PDN straps and rails:
Pins as bars on the die edge.
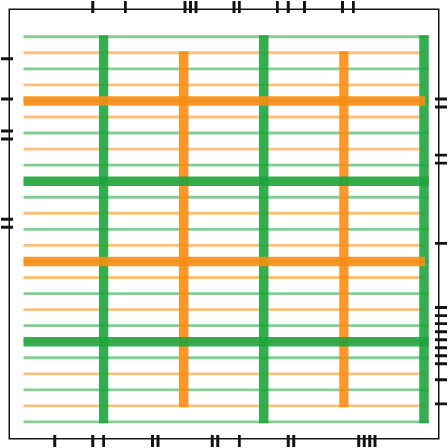
The clock network:
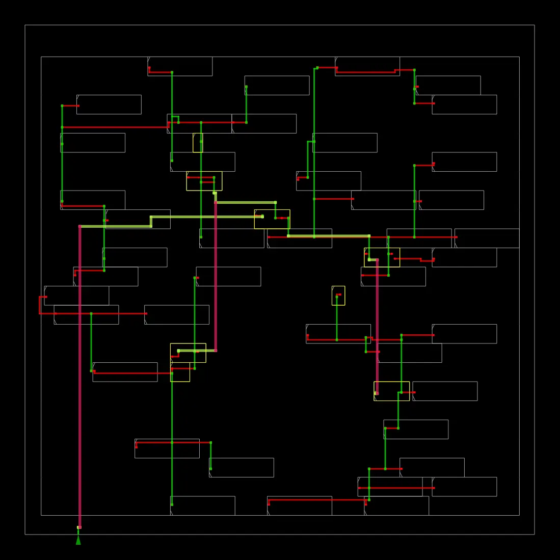
Sequential cells coloured by netlist name:
Other sequential cells in the stronger grey, the rest of the logic in the fainter grey.
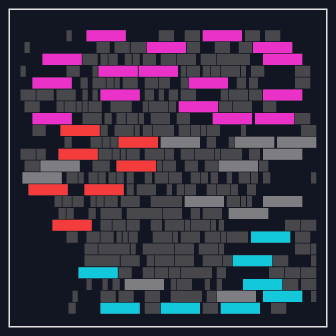
Cells coloured by class:
Bar = 20 um. Fill, decap, tap and diode cells in grey.
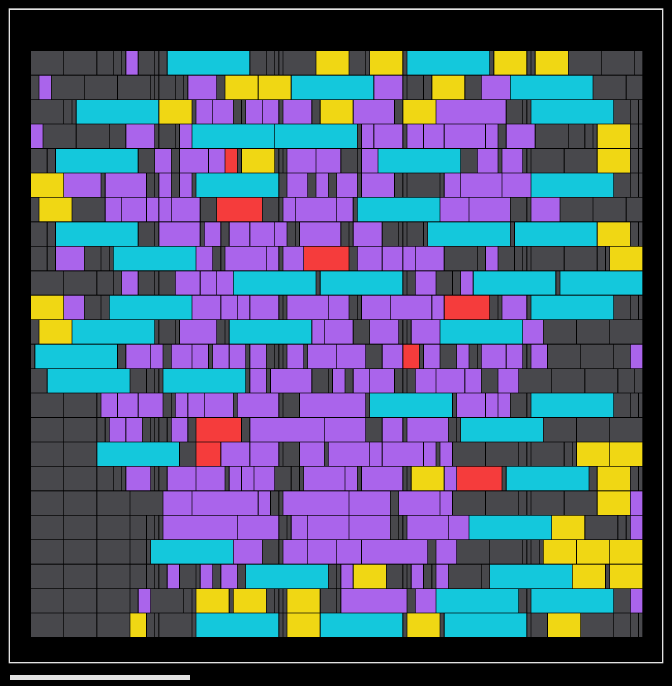
Gate families picked out:
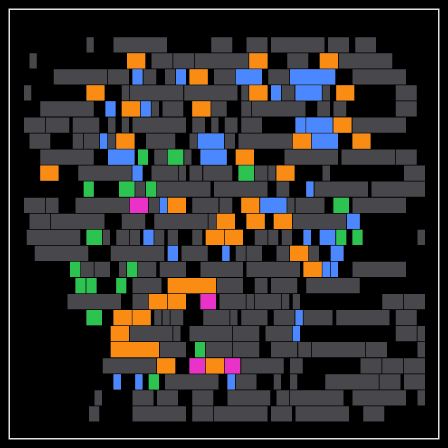
File: src/rtl/stereo_stream_gen_pkg.sv
// Shared constants, FSM state type and texture function for the stereo stream generator.
// Checkers may reuse texture() to predict pixel values.
package stereo_stream_gen_pkg;

    localparam int DEF_H_FP   = 4;
    localparam int DEF_H_SYNC = 8;
    localparam int DEF_H_BP   = 4;
    localparam int DEF_V_FP   = 2;
    localparam int DEF_V_SYNC = 2;
    localparam int DEF_V_BP   = 2;

    localparam logic [7:0] TEX_MUL = 8'd29;

    typedef enum logic {
        ST_IDLE,
        ST_RUN
    } gen_state_e;

    // An odd multiplier keeps T a bijection of x within a row.
    function automatic logic [7:0] texture(input logic [7:0] x, input logic [5:0] y);
        return (x ^ {y, 2'b00}) * TEX_MUL;
    endfunction

endpackage

File: src/rtl/video_timing_gen.sv
// Raster counters, IDLE/RUN FSM and de/sync decode for the stereo stream generator.
module video_timing_gen
    import stereo_stream_gen_pkg::*;
#(
    parameter int H_ACTIVE = 64,
    parameter int H_FP     = DEF_H_FP,
    parameter int H_SYNC   = DEF_H_SYNC,
    parameter int H_BP     = DEF_H_BP,
    parameter int V_ACTIVE = 64,
    parameter int V_FP     = DEF_V_FP,
    parameter int V_SYNC   = DEF_V_SYNC,
    parameter int V_BP     = DEF_V_BP,
    localparam int H_TOTAL = H_ACTIVE + H_FP + H_SYNC + H_BP,
    localparam int V_TOTAL = V_ACTIVE + V_FP + V_SYNC + V_BP,
    localparam int H_W     = $clog2(H_TOTAL),
    localparam int V_W     = $clog2(V_TOTAL)
) (
    input  logic           clk,
    input  logic           rst_n,
    input  logic           enable,
    output logic [H_W-1:0] x,
    output logic [V_W-1:0] y,
    output logic           de,
    output logic           hsync,
    output logic           vsync,
    output logic           frame_last,
    output logic           frame_first
);

    // One extra bit so decode bounds equal to the total cannot overflow.
    localparam logic [H_W:0] HA_END = (H_W + 1)'(H_ACTIVE);
    localparam logic [H_W:0] HS_BEG = (H_W + 1)'(H_ACTIVE + H_FP);
    localparam logic [H_W:0] HS_END = (H_W + 1)'(H_ACTIVE + H_FP + H_SYNC);
    localparam logic [V_W:0] VA_END = (V_W + 1)'(V_ACTIVE);
    localparam logic [V_W:0] VS_BEG = (V_W + 1)'(V_ACTIVE + V_FP);
    localparam logic [V_W:0] VS_END = (V_W + 1)'(V_ACTIVE + V_FP + V_SYNC);

    gen_state_e     state;
    logic [H_W-1:0] h_cnt;
    logic [V_W-1:0] v_cnt;
    logic           running;
    logic           h_last;
    logic           v_last;

    assign running = (state == ST_RUN);
    assign h_last  = (h_cnt == H_W'(H_TOTAL - 1));
    assign v_last  = (v_cnt == V_W'(V_TOTAL - 1));

    // Stopping is only honoured on the final cycle so a frame is never truncated.
    always_ff @(posedge clk or negedge rst_n) begin
        if (!rst_n) begin
            state <= ST_IDLE;
            h_cnt <= '0;
            v_cnt <= '0;
        end else begin
            case (state)
                ST_IDLE: begin
                    h_cnt <= '0;
                    v_cnt <= '0;
                    if (enable) state <= ST_RUN;
                end
                ST_RUN: begin
                    if (h_last) begin
                        h_cnt <= '0;
                        if (v_last) begin
                            v_cnt <= '0;
                            if (!enable) state <= ST_IDLE;
                        end else begin
                            v_cnt <= v_cnt + 1'b1;
                        end
                    end else begin
                        h_cnt <= h_cnt + 1'b1;
                    end
                end
                default: state <= ST_IDLE;
            endcase
        end
    end

    assign x           = h_cnt;
    assign y           = v_cnt;
    assign de          = running && ({1'b0, h_cnt} < HA_END) && ({1'b0, v_cnt} < VA_END);
    assign hsync       = running && ({1'b0, h_cnt} >= HS_BEG) && ({1'b0, h_cnt} < HS_END);
    assign vsync       = running && ({1'b0, v_cnt} >= VS_BEG) && ({1'b0, v_cnt} < VS_END);
    assign frame_last  = running && h_last && v_last;
    assign frame_first = running && (h_cnt == '0) && (v_cnt == '0);

endmodule

File: src/rtl/stereo_stream_gen.sv
// Synthetic stereo source: right image is the left texture shifted by cur_disp.
// Define STEREO_GEN_DISP_SWEEP_EN to step cur_disp through the disparity range each frame.
module stereo_stream_gen
    import stereo_stream_gen_pkg::*;
#(
    parameter int H_ACTIVE        = 64,
    parameter int H_FP            = DEF_H_FP,
    parameter int H_SYNC          = DEF_H_SYNC,
    parameter int H_BP            = DEF_H_BP,
    parameter int V_ACTIVE        = 64,
    parameter int V_FP            = DEF_V_FP,
    parameter int V_SYNC          = DEF_V_SYNC,
    parameter int V_BP            = DEF_V_BP,
    parameter int DISPARITY_RANGE = 8,
    parameter int TRUE_DISP       = 5
) (
    input  logic        clk,
    input  logic        rst_n,
    input  logic        enable,
    output logic        de_out,
    output logic        h_sync_out,
    output logic        v_sync_out,
    output logic [7:0]  pixel_left,
    output logic [7:0]  pixel_right,
    output logic        frame_start,
    output logic [15:0] frame_count,
    output logic [7:0]  cur_disp
);

    localparam int H_W = $clog2(H_ACTIVE + H_FP + H_SYNC + H_BP);
    localparam int V_W = $clog2(V_ACTIVE + V_FP + V_SYNC + V_BP);

    logic [H_W-1:0] x;
    logic [V_W-1:0] y;
    logic           de;
    logic           hsync;
    logic           vsync;
    logic           frame_last;
    logic           frame_first;
    logic [7:0]     x8;
    logic [7:0]     x_shift;
    logic [5:0]     y6;

    video_timing_gen #(
        .H_ACTIVE (H_ACTIVE),
        .H_FP     (H_FP),
        .H_SYNC   (H_SYNC),
        .H_BP     (H_BP),
        .V_ACTIVE (V_ACTIVE),
        .V_FP     (V_FP),
        .V_SYNC   (V_SYNC),
        .V_BP     (V_BP)
    ) u_timing (
        .clk         (clk),
        .rst_n       (rst_n),
        .enable      (enable),
        .x           (x),
        .y           (y),
        .de          (de),
        .hsync       (hsync),
        .vsync       (vsync),
        .frame_last  (frame_last),
        .frame_first (frame_first)
    );

    // An 8-bit wrapping add yields exactly the low byte of the 9-bit x+d.
    assign x8      = 8'(x);
    assign y6      = 6'(y);
    assign x_shift = x8 + cur_disp;

    always_ff @(posedge clk or negedge rst_n) begin
        if (!rst_n) begin
            de_out      <= 1'b0;
            h_sync_out  <= 1'b0;
            v_sync_out  <= 1'b0;
            pixel_left  <= '0;
            pixel_right <= '0;
            frame_start <= 1'b0;
            frame_count <= '0;
            cur_disp    <= 8'(TRUE_DISP);
        end else begin
            de_out      <= de;
            h_sync_out  <= hsync;
            v_sync_out  <= vsync;
            frame_start <= frame_first;
            pixel_left  <= de ? texture(x8, y6) : 8'd0;
            pixel_right <= de ? texture(x_shift, y6) : 8'd0;
            if (frame_last) begin
                frame_count <= frame_count + 16'd1;
`ifdef STEREO_GEN_DISP_SWEEP_EN
                cur_disp <= (cur_disp == 8'(DISPARITY_RANGE - 1)) ? 8'd0 : cur_disp + 8'd1;
`endif
            end
        end
    end

endmodule

File: config.mk
export PLATFORM = sky130hd
export DESIGN_NAME = stereo_stream_gen
export DESIGN_NICKNAME = d
export VERILOG_FILES = /design/src/rtl/stereo_stream_gen_pkg.sv /design/src/rtl/video_timing_gen.sv /design/src/rtl/stereo_stream_gen.sv
export SDC_FILE = /design/constraint.sdc
export NUM_CORES = 1
export LEC_CHECK = 0
export ABC_CLOCK_PERIOD_IN_PS = 8800
export CAP_MARGIN = 20
export CORE_MARGIN = 2
export CORE_UTILIZATION = 56
export DETAILED_ROUTE_END_ITERATION = 8
export GPL_ROUTABILITY_DRIVEN = 0
export PLACE_DENSITY = 0.85
export SLEW_MARGIN = 20
export SYNTH_ARGS = -nofsm -noshare
export SYNTH_HDL_FRONTEND = slang
export SYNTH_SLANG_ARGS = --single-unit
File: constraint.sdc
create_clock -name clk -period 8.8 [get_ports clk]
set_input_delay 1.76 -clock clk [delete_from_list [all_inputs] [get_ports clk]]
set_output_delay 1.76 -clock clk [all_outputs]
set_load 0.02 [all_outputs]
==> results.txt <==
Most frequently placed logic cells in the final layout: sky130_fd_sc_hd__dfrtp_1 (43), sky130_fd_sc_hd__clkdlybuf4s50_1 (37), sky130_fd_sc_hd__xor2_1 (22), sky130_fd_sc_hd__ha_1 (17), sky130_fd_sc_hd__inv_1 (15)
Depth of the most critical reg-to-reg path: 11
Average wire per standard cell: 14.2 um
Portion of the post-synthesis area used by sequential elements: 40.9%
Combinational Area: 1340 um2
Leakage power of the design: 1.40 nW
Total met3 wirelength after detailed routing: 146 um
Proportion of power drawn by flip-flops and latches: 60.1%
Average instance area after synthesis: 10.6 um2
Outcome: complete, no violations
Post-synth cell types: 39
Antenna violations before repair: 0
Startpoint kind of the worst setup timing path: flip-flop
Worst-case hold slack: 0.467 ns
Met2 wire length: 2.20 mm
End of the worst hold path: frame_count[15]
Floorplan core density: 59.2%
Data arrival time at the worst-slack endpoint: 3.71 ns
Floorplan row count: 24
Total vias in the final route: 1765
Post-route cell area: 3000 um2
Residual overflow from global routing: 0
Clock power frac: 37.6%
Leading cell category by total area: logic gates
Delay of the slowest critical-path stage: 0.50 ns
Top logic cell family in the synthesized netlist: simple AND/OR/NAND/NOR gates
Post-layout worst setup margin: 5.32 ns
Power in the clock group: 124 uW
Setup Buffers After CTS: 0
Antenna Diode Count: 0
Peak clock frequency supported by timing: 287 MHz
GR met2 Demand/Resource: 31.9%
Gate Count Post-Synth: 249
Number of instances resized during post-cts repair: 0
Hold wc startpoint: frame_count[15]
CTS tree: built
Cells in synth_stat.txt: 249
Number of maximum-capacitance constraint violations: 0
Fraction of area in non-clock buffers: 12.5%
TritonCTS Sinks: 43
Number of failing setup endpoints in the final timing report: 0
Source-to-sink clock delay at the later pin of the worst-skew pair: 0.30 ns
Max FFs per register: 16
Global-route wire length before repair: 8.26 mm
Kind of end point of the critical path: flip-flop
## Picture notes: 'PDN straps and rails'
net	colour
VSS	green
VDD	orange
met1 rails	25
signal pins	47
met5 straps	4

## Picture notes: 'the clock network'
skew final: 0.00668 ns
layout sequential cell count: 43
clock buffer count from CTS: 5

## Picture notes: 'sequential cells coloured by netlist name'
name in the netlist	colour	sequential cells
`frame_count`	magenta	16
`pixel_left`	cyan	8
`u_timing.y`	red	7
Flop area: 1080 um2
utilization of the core after routing: 67.5%
fraction of standard cell area that is sequential: 35.9%
flip-flop and latch power: 197 uW

## Picture notes: 'cells coloured by class'
class	colour	cells	share of their area
flops	cyan	43	37%
combinational and other logic	purple	186	48%
clock drivers and dummy loads	red	8	2.9%
other buffers and delay cells	yellow	38	13%

## Picture notes: 'gate families picked out'
family	colour	cells
NOR gates	blue	33
inverting AOI/OAI gates	green	18
AND-OR and OR-AND gates	magenta	4
XOR/XNOR gates	orange	34
most frequent standard cell in the layout excluding fill and tap cells: sky130_fd_sc_hd__dfrtp_1
combinational share of cell area: 44.7%

Power figures rest on the tool's default switching activity, not on a simulated workload.
